### config.mk
export PLATFORM = sky130hd
export DESIGN_NAME = dlatch_monitor
export DESIGN_NICKNAME = d
export VERILOG_FILES = /design/src/rtl/dlatch_monitor.sv
export SDC_FILE = /design/constraint.sdc
export NUM_CORES = 1
export LEC_CHECK = 0
export CORE_ASPECT_RATIO = 0.7
export CORE_UTILIZATION = 52
export DETAILED_ROUTE_END_ITERATION = 6
export PLACE_DENSITY = 0.94
export SLEW_MARGIN = 10
export SYNTH_ARGS = -nofsm -noshare
export SYNTH_HDL_FRONTEND = slang
export SYNTH_SLANG_ARGS = --single-unit
### constraint.sdc
create_clock -name clk -period 3.78 [get_ports clk]
set_input_delay 0.756 -clock clk [delete_from_list [all_inputs] [get_ports clk]]
set_output_delay 0.756 -clock clk [all_outputs]
set_load 0.005 [all_outputs]
### src/rtl/dlatch_monitor.sv
// Clocked checker for a D-latch: registers D/C/Q/Q_n, tracks a zero-delay
// reference latch and reports Q mismatch / Q_n complement violations.
module dlatch_monitor #(
  parameter int SETTLE = 1,
  parameter int CNT_W  = 8
) (
  input  logic             clk,
  input  logic             rst,
  input  logic             d,
  input  logic             c,
  input  logic             q,
  input  logic             q_n,
  output logic [1:0]       state,
  output logic             ref_q,
  output logic             err,
  output logic [1:0]       err_code,
  output logic [CNT_W-1:0] mismatch_cnt,
  output logic [CNT_W-1:0] open_cnt
);

  localparam int SW = (SETTLE < 2) ? 1 : $clog2(SETTLE + 1);
  localparam logic [SW-1:0] SETTLE_V = SW'(SETTLE);

  typedef enum logic [1:0] {
    UNKNOWN     = 2'b00,
    TRANSPARENT = 2'b01,
    HOLD        = 2'b10
  } state_t;

  state_t         cur, nxt;
  logic           d_r, c_r, q_r, qn_r, c_prev;
  logic [SW-1:0]  settle_cnt;
  logic           expv, armed, arm_rise, qerr, cerr;

  always_comb begin
    nxt = cur;
    case (cur)
      UNKNOWN:     if (c_r)  nxt = TRANSPARENT;
      TRANSPARENT: if (!c_r) nxt = HOLD;
      HOLD:        if (c_r)  nxt = TRANSPARENT;
      default:     nxt = UNKNOWN;
    endcase
  end

  // Armed only rises on the first transparent sample after reset.
  always_comb begin
    expv     = c_r ? d_r : ref_q;
    armed    = (cur != UNKNOWN) || c_r;
    arm_rise = (cur == UNKNOWN) && c_r;
    qerr     = armed && (settle_cnt >= SETTLE_V) && (q_r != expv);
    cerr     = armed && (q_r == qn_r);
  end

  always_ff @(posedge clk) begin
    if (rst) begin
      d_r          <= 1'b0;
      c_r          <= 1'b0;
      q_r          <= 1'b0;
      qn_r         <= 1'b0;
      c_prev       <= 1'b0;
      cur          <= UNKNOWN;
      ref_q        <= 1'b0;
      settle_cnt   <= '0;
      err          <= 1'b0;
      err_code     <= 2'b00;
      mismatch_cnt <= '0;
      open_cnt     <= '0;
    end else begin
      d_r    <= d;
      c_r    <= c;
      q_r    <= q;
      qn_r   <= q_n;
      c_prev <= c_r;
      cur    <= nxt;
      ref_q  <= expv;
      if (expv != ref_q || arm_rise) settle_cnt <= '0;
      else if (settle_cnt < SETTLE_V) settle_cnt <= settle_cnt + 1'b1;
      if (qerr || cerr) begin
        if (mismatch_cnt != '1) mismatch_cnt <= mismatch_cnt + 1'b1;
        if (!err) begin
          err      <= 1'b1;
          err_code <= {cerr, qerr};
        end
      end
      if (c_r && !c_prev) open_cnt <= open_cnt + 1'b1;
    end
  end

  assign state = cur;

endmodule

run_1/m3.png
Drawn at 4 px/um.
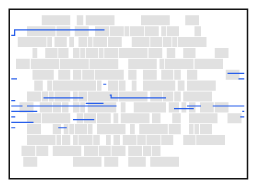
nets with wire on the layer = 21
wire length on this layer = 121 um
main direction = horizontal
share of all routed wire = 5.0%

run_1/layers.png
Drawn at 6 px/um.
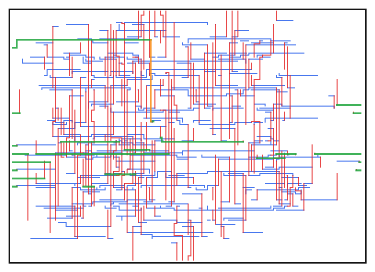
blue -> M1  # wire length 1,120 um
orange -> M4  # wire length 13.6 um
red -> M2  # wire length 1,160 um
green -> M3  # wire length 121 um

==> flow_metrics.py, run 1 <==
# Physical implementation metrics
metrics = {
    "die": {
        "fp_util_pct": 55.2,
        "num_io_pins": 28,
        "fp-row-count": 14,
        "tapcell.inserted": 32,
        "chipWidth_um": 59.2,
        "die-height_um": 42.0,
    },
    "route": {
        "drtIter0Drc": 38,
        "viasPerCell": 5.10,
        "highest_layer": "met4",
        "routed_wl_mm": 2.41,
        "drc": 0,
    },
    "cells_and_area": {
        "dominant_cells": "logic gates",
        "antenna_cells": 0,
        "multi_input_comb_area_um2": 618,
        "comb_area_share_pct": 40.1,
        "final-nonclk-buf-share_pct": 17.5,
        "flop-count": 28,
        "clk_share_pct": 3.41,
    },
    "status": {
        "status": "finished, final reports clean",
    },
    "power_and_ir_drop": {
        "power_frac_comb_pct": 11.1,
        "pwr-share-seq_pct": 54.8,
        "powerSeq_uw": 318,
        "p_per_area_nw_per_um2": 377,
        "power_uw": 580,
        "pwr-share-clk_pct": 34.0,
    },
    "placed_design": {
        "place_inst": 177,
        "place_ws_ns": 1.35,
        "io_buffers": 27,
        "gp_congestion": 0.805,
    },
    "yosys": {
        "mux_share_pct": 8.52,
        "fa_ha_area_share_pct": 2.10,
        "synth_nets": 129,
        "yosysTopAreaCell": "dfxtp_1",
        "topCellsByArea": "dfxtp_1 47%, xnor2_1 7.4%, nor2_1 7.3%, nor2b_1 4.7%, mux2i_4 3.8%",
        "synth-seq-cells": 28,
        "avgSynthCellArea_um2": 9.83,
        "ys_sh_simple_pct": 25.9,
        "ys_chip_area_um2": 1190,
    },
    "sta": {
        "worst_slew_pin_slew_ns": 1.01,
        "setup_violations": 0,
        "hold_violations": 0,
        "min_period_ns": 2.09,
        "setup_tns_ns": 0,
        "drv_slew": 0,
    },
    "clocking": {
        "postCtsResizedCells": 0,
        "post_cts_buffers": 0,
        "clock-root-buffer": "clkbuf_4",
        "ctsHoldBuffers": 0,
        "clockBufferDepth": 2,
        "cts_tree": "done",
        "clk_pin_slew_ns": 0.16,
    },
    "grt": {
        "grt_pass1_wl_mm": 4.19,
        "grt_use_total_pct": 22.8,
        "grt_max_degree": 30,
        "overflow": 0,
        "grtUsageMet1_pct": 30.7,
        "busiest_layer": "met2",
        "antenna_found_initial": 0,
    },
    "setup_path": {
        "cpMaxStageDelayCell": "clkdlybuf4s50_1",
        "path_delay_family": "buffers and inverters",
        "r2r_cells": 5,
        "crit_buf_inv": 1,
        "r2r-start": "c_r",
    },
    "worst_hold_path": {
        "hold_path_end": "err_code[0]",
    },
}
run_1/clock_nets.png
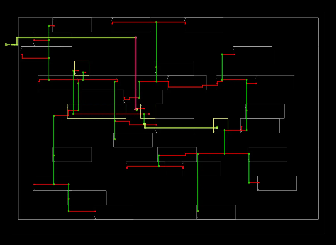
CTS Sinks: 28
Clock Skew: 0.0121 ns
Clock group: 198 uW

run_1/floorplan.png
Drawn at 6 px/um. Pins as bars on the die edge. Tap cells in grey.
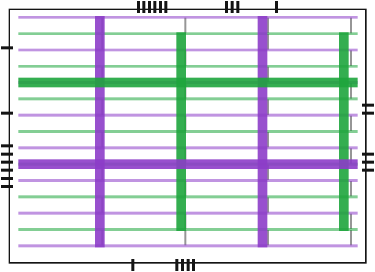
green -> VDD
purple -> VSS
signal pins = 28
rows = 14

[run 1: cells in the mapped netlist, types with 2 or more instances]
| cell type | number |
|---|---|
| nor3_1 | 3 |
| clkbuf_1 | 3 |
| mux2i_4 | 2 |
| mux2i_1 | 3 |
| nor2b_1 | 9 |
| a21oi_1 | 3 |
| nand2_1 | 5 |
| and3_1 | 2 |
| ha_1 | 2 |
| nand3_1 | 7 |
| xnor2_1 | 10 |
| nand2b_1 | 2 |
| xor2_1 | 5 |
| dfxtp_1 | 28 |
| nor2_1 | 23 |
[run 1: through the flow]
step           hold WS [ns]  area (um2)
6_report              0.520        1540
5_1_grt               0.542        1540
4_1_cts               0.519        1540
3_5_place_dp          0.481        1490
3_3_place_gp          0.464        1490
2_1_floorplan         0.448        1190
run_1/m2.png
Drawn at 4 px/um.
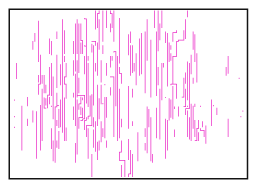

==> run 2: changes to the inputs <==
Settings changed: CORE_UTILIZATION 52 to 43, PLACE_DENSITY 0.94 to 0.84.
Clock period 3.78 ns to 1.8 ns, I/O delays scaled along.
run_2/m2.png
Drawn at 4 px/um.
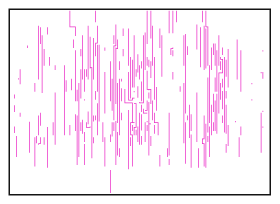
share of all routed wire = 48%
longest straight run = 22.6 um

==> run 2 against run 1 <==
  * Sequential cell count unchanged
  * Critical path type is now flop to flop
  * Via count up 4.7%
  * Sequential share of layout area down 2.1 points
  * Critical path depth up 2
  * Cell area up 6.5%
  * Non-clock buffer count up 11
  * Largest power group unchanged
==> flow_metrics.py, run 2 <==
# Physical implementation metrics
metrics = {
    "power_and_ir_drop": {
        "pg_comb_uw": 163,
        "switching_share_pct": 22.2,
        "clock_net_power_uw": 371,
        "top_power_group": "registers",
        "power_frac_comb_pct": 13.6,
        "power_mw": 1.20,
        "internal_power_uw": 934,
        "powerSeq_uw": 666,
        "p_per_area_nw_per_um2": 731,
        "pwr-share-clk_pct": 30.9,
        "peakVddDrop_v": 0.000345,
        "pwr-share-seq_pct": 55.5,
    },
    "cells_and_area": {
        "fillers": 219,
        "drive_above_1_share_pct": 15.0,
        "stdcell_area_um2": 1640,
        "antenna_cells": 0,
        "areaGrowthSynthToFinish_pct": 38.0,
    },
    "grt": {
        "overflow": 0,
        "grtUsageMet1_pct": 24.5,
        "busiest_layer": "met2",
        "grt_use_total_pct": 18.6,
        "grt_max_degree": 18,
        "grt_pass1_wl_mm": 4.08,
        "met2_usage_pct": 30.4,
        "antenna_found_initial": 0,
    },
    "sta": {
        "drv_slew": 0,
        "worst_slew_pin_slew_ns": 0.327,
        "finClkSkew_ns": 0.00191,
        "min_period_ns": 1.73,
        "setup_violations": 0,
        "hold_violations": 0,
        "setup_tns_ns": 0,
        "fin_hold_ws_ns": 0.509,
    },
    "route": {
        "routed_wl_mm": 2.54,
        "antenna_left": 0,
        "drtIter0Drc": 54,
        "drc": 0,
        "m1WireLength_mm": 1.20,
        "wl_per_cell_um": 13.1,
        "drt_first_pass_iters": 4,
        "viasPerCell": 4.98,
        "wl_met2_mm": 1.21,
        "highest_layer": "met4",
    },
    "setup_path": {
        "crit_buf_inv": 0,
        "r2r-start": "c_r",
        "path_delay_family": "multiplexers",
        "cpMaxStageDelayCell": "dfxtp_2",
        "critPathMaxStageDelay_ns": 0.38,
    },
    "yosys": {
        "edf_count": 0,
        "synth-seq-cells": 28,
        "xor_share_pct": 11.0,
        "ys_chip_area_um2": 1190,
        "ys_sh_simple_pct": 25.9,
        "yosys_warnings": 0,
        "most_common_cell": "dfxtp_1",
        "mux_share_pct": 8.52,
        "yosysTopAreaCell": "dfxtp_1",
        "topCellsByArea": "dfxtp_1 47%, xnor2_1 7.4%, nor2_1 7.3%, nor2b_1 4.7%, mux2i_4 3.8%",
        "common_cells": "28 x dfxtp_1, 23 x nor2_1, 10 x xnor2_1",
        "avgSynthCellArea_um2": 9.83,
        "synth_nets": 129,
        "fa_ha_area_share_pct": 2.10,
    },
    "clocking": {
        "clock_sinks": 28,
        "cts_tree": "done",
        "ctsHoldBuffers": 0,
        "clk_pin_slew_ns": 0.09,
        "clockBufferDepth": 2,
        "clock-root-buffer": "clkbuf_8",
        "post_cts_buffers": 0,
        "postCtsResizedCells": 1,
        "cts.htree.levels": 1,
    },
    "die": {
        "core-area_um2": 2530,
        "chipWidth_um": 64.9,
        "die-height_um": 46.0,
        "fp-row-count": 15,
        "fp_util_pct": 47.0,
        "num_io_pins": 28,
    },
    "placed_design": {
        "place_ws_ns": 0.0253,
        "place_inst": 190,
        "gp_congestion": 0.859,
        "post_dp_cell_area_um2": 1570,
        "io_buffers": 27,
    },
    "status": {
        "status": "finished, final reports clean",
    },
}
-- run 2: netlist changes by cell type in the layout (fill, tap and decap cells not counted), sizes merged --
cell	before	now
clkbuf	3	4
buf	0	11
bufinv	1	0
-- run 2: final cells by class --
class / count / area [um2] / share of cell area (%)
Sequential cell: 28 / 563 / 34.3
Tap cell: 34 / 42.5 / 2.59
Multi-Input combinational cell: 90 / 628 / 38.3
Timing Repair Buffer: 38 / 353 / 21.5
Clock buffer: 4 / 55.1 / 3.35
-- run 2: worst paths after layout --
path | endpoint | slack, ns | cells after the start
setup / recovery | mismatch_cnt[7] | 0.07 | 5
hold / removal | state[0] | 0.51 | 1
setup reg to reg | mismatch_cnt[7] | 0.07 | 5
hold reg to reg | state[0] | 0.51 | 1
run_2/clock_nets.png
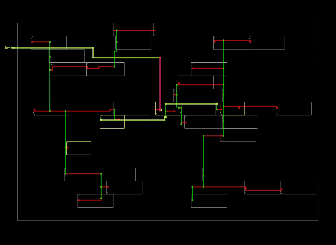

==> run 3: changes to the inputs <==
Settings changed: CORE_UTILIZATION 43 to 52, CTS_BUF_LIST set to sky130_fd_sc_hd__clkbuf_16, PLACE_DENSITY 0.84 to 0.94.
Clock period 1.8 ns to 2.15 ns, I/O delays scaled along.
run_3/clock_nets.png
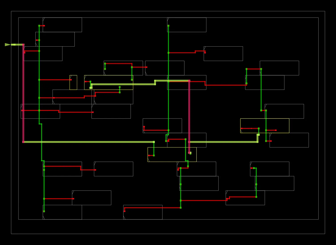
later-pin clock latency in the skew report: 0.27 ns
flop count: 28
Clock group: 424 uW

==> run 3 against run 2 <==
  * Routed wire length is 3.4% higher
  * Sequential cell count stayed put
  * Cell count decreased by 5.7%
  * Via count rose by 1.8%
  * Sequential share of layout area is 1.1 points higher
  * Largest power group unchanged
==> flow_metrics.py, run 3 <==
# Physical implementation metrics
metrics = {
    "placed_design": {
        "post_dp_cell_area_um2": 1500,
        "place_inst": 179,
        "io_buffers": 27,
        "gp_congestion": 0.861,
    },
    "yosys": {
        "topCellsByArea": "dfxtp_1 47%, xnor2_1 7.4%, nor2_1 7.3%, nor2b_1 4.7%, mux2i_4 3.8%",
        "yosys_warnings": 0,
        "avgSynthCellArea_um2": 9.83,
        "synth_nets": 129,
        "edf_count": 0,
        "synth-seq-cells": 28,
        "common_cells": "28 x dfxtp_1, 23 x nor2_1, 10 x xnor2_1",
    },
    "die": {
        "die-height_um": 42.0,
        "fp_util_pct": 55.2,
        "fp-row-count": 14,
    },
    "setup_path": {
        "reg2reg_to": "mismatch_cnt[7]",
        "cpMaxStageDelayCell": "dfxtp_1",
        "crit_end": "mismatch_cnt[7]",
        "r2r-start": "c_r",
        "critPathMaxStageDelay_ns": 0.48,
        "r2r_cells": 5,
        "cp.depth": 5,
        "regToRegSetupSlack_ns": 0.13,
    },
    "clocking": {
        "clock-root-buffer": "clkbuf_16",
        "clk_pin_slew_ns": 0.07,
        "cts.htree.levels": 1,
        "clockBufferDepth": 2,
        "ctsHoldBuffers": 0,
        "post_cts_buffers": 0,
        "cts_tree": "done",
    },
    "route": {
        "drt_first_pass_iters": 4,
        "antenna_left": 0,
        "wl_met2_mm": 1.25,
        "drtIter0Drc": 30,
        "wl_per_cell_um": 14.3,
        "drc": 0,
        "highest_layer": "met4",
    },
    "cells_and_area": {
        "comb.multi_input.count": 90,
        "clock_buffers": 3,
        "buffers_excl_clock": 29,
        "seq_share_pct": 35.4,
        "nNonClkInverters": 0,
        "final-nonclk-buf-share_pct": 18.0,
        "fillers": 160,
        "antenna_cells": 0,
        "seq_area_um2": 561,
        "areaGrowthSynthToFinish_pct": 33.0,
        "multi_input_comb_area_um2": 618,
        "dominant_cells": "logic gates",
    },
    "power_and_ir_drop": {
        "pwr-share-clk_pct": 38.4,
        "pg_comb_uw": 120,
        "power_frac_comb_pct": 10.8,
        "power_mw": 1.10,
        "peakVddDrop_v": 0.000479,
        "p_per_area_nw_per_um2": 697,
    },
    "sta": {
        "min_period_ns": 2.02,
        "drv_slew": 0,
        "fin_hold_ws_ns": 0.519,
        "worst_slew_pin_slew_ns": 0.577,
        "finClkSkew_ns": 0.00542,
        "setup_tns_ns": 0,
    },
    "grt": {
        "grt_max_degree": 16,
        "antenna_found_initial": 0,
        "grt_use_total_pct": 23.8,
    },
    "status": {
        "status": "finished, final reports clean",
    },
}
==> run 3: netlist changes by cell type in the layout (fill, tap and decap cells not counted) <==
cell | previous run | this run
clkbuf_16 | 0 | 3
buf_4 | 11 | 2
clkbuf_8 | 4 | 0
dfxtp_1 | 26 | 28
nor2_2 | 1 | 0
xnor2_1 | 9 | 10
nor2_1 | 22 | 23
xnor2_2 | 1 | 0
clkinv_1 | 0 | 1
dfxtp_2 | 2 | 0
==> run 3: cells by family after synthesis <==
group,Yosys count,share of synthesized area (%)
compound gates,8,4.42
buf+inv,3,0.946
flops,28,47.1
mux,7,8.52
simple gates,58,25.9
xor+xnor,15,11.0
fa+ha+maj,2,2.10
No activity file was given, so power comes from the tool's default toggle rates.
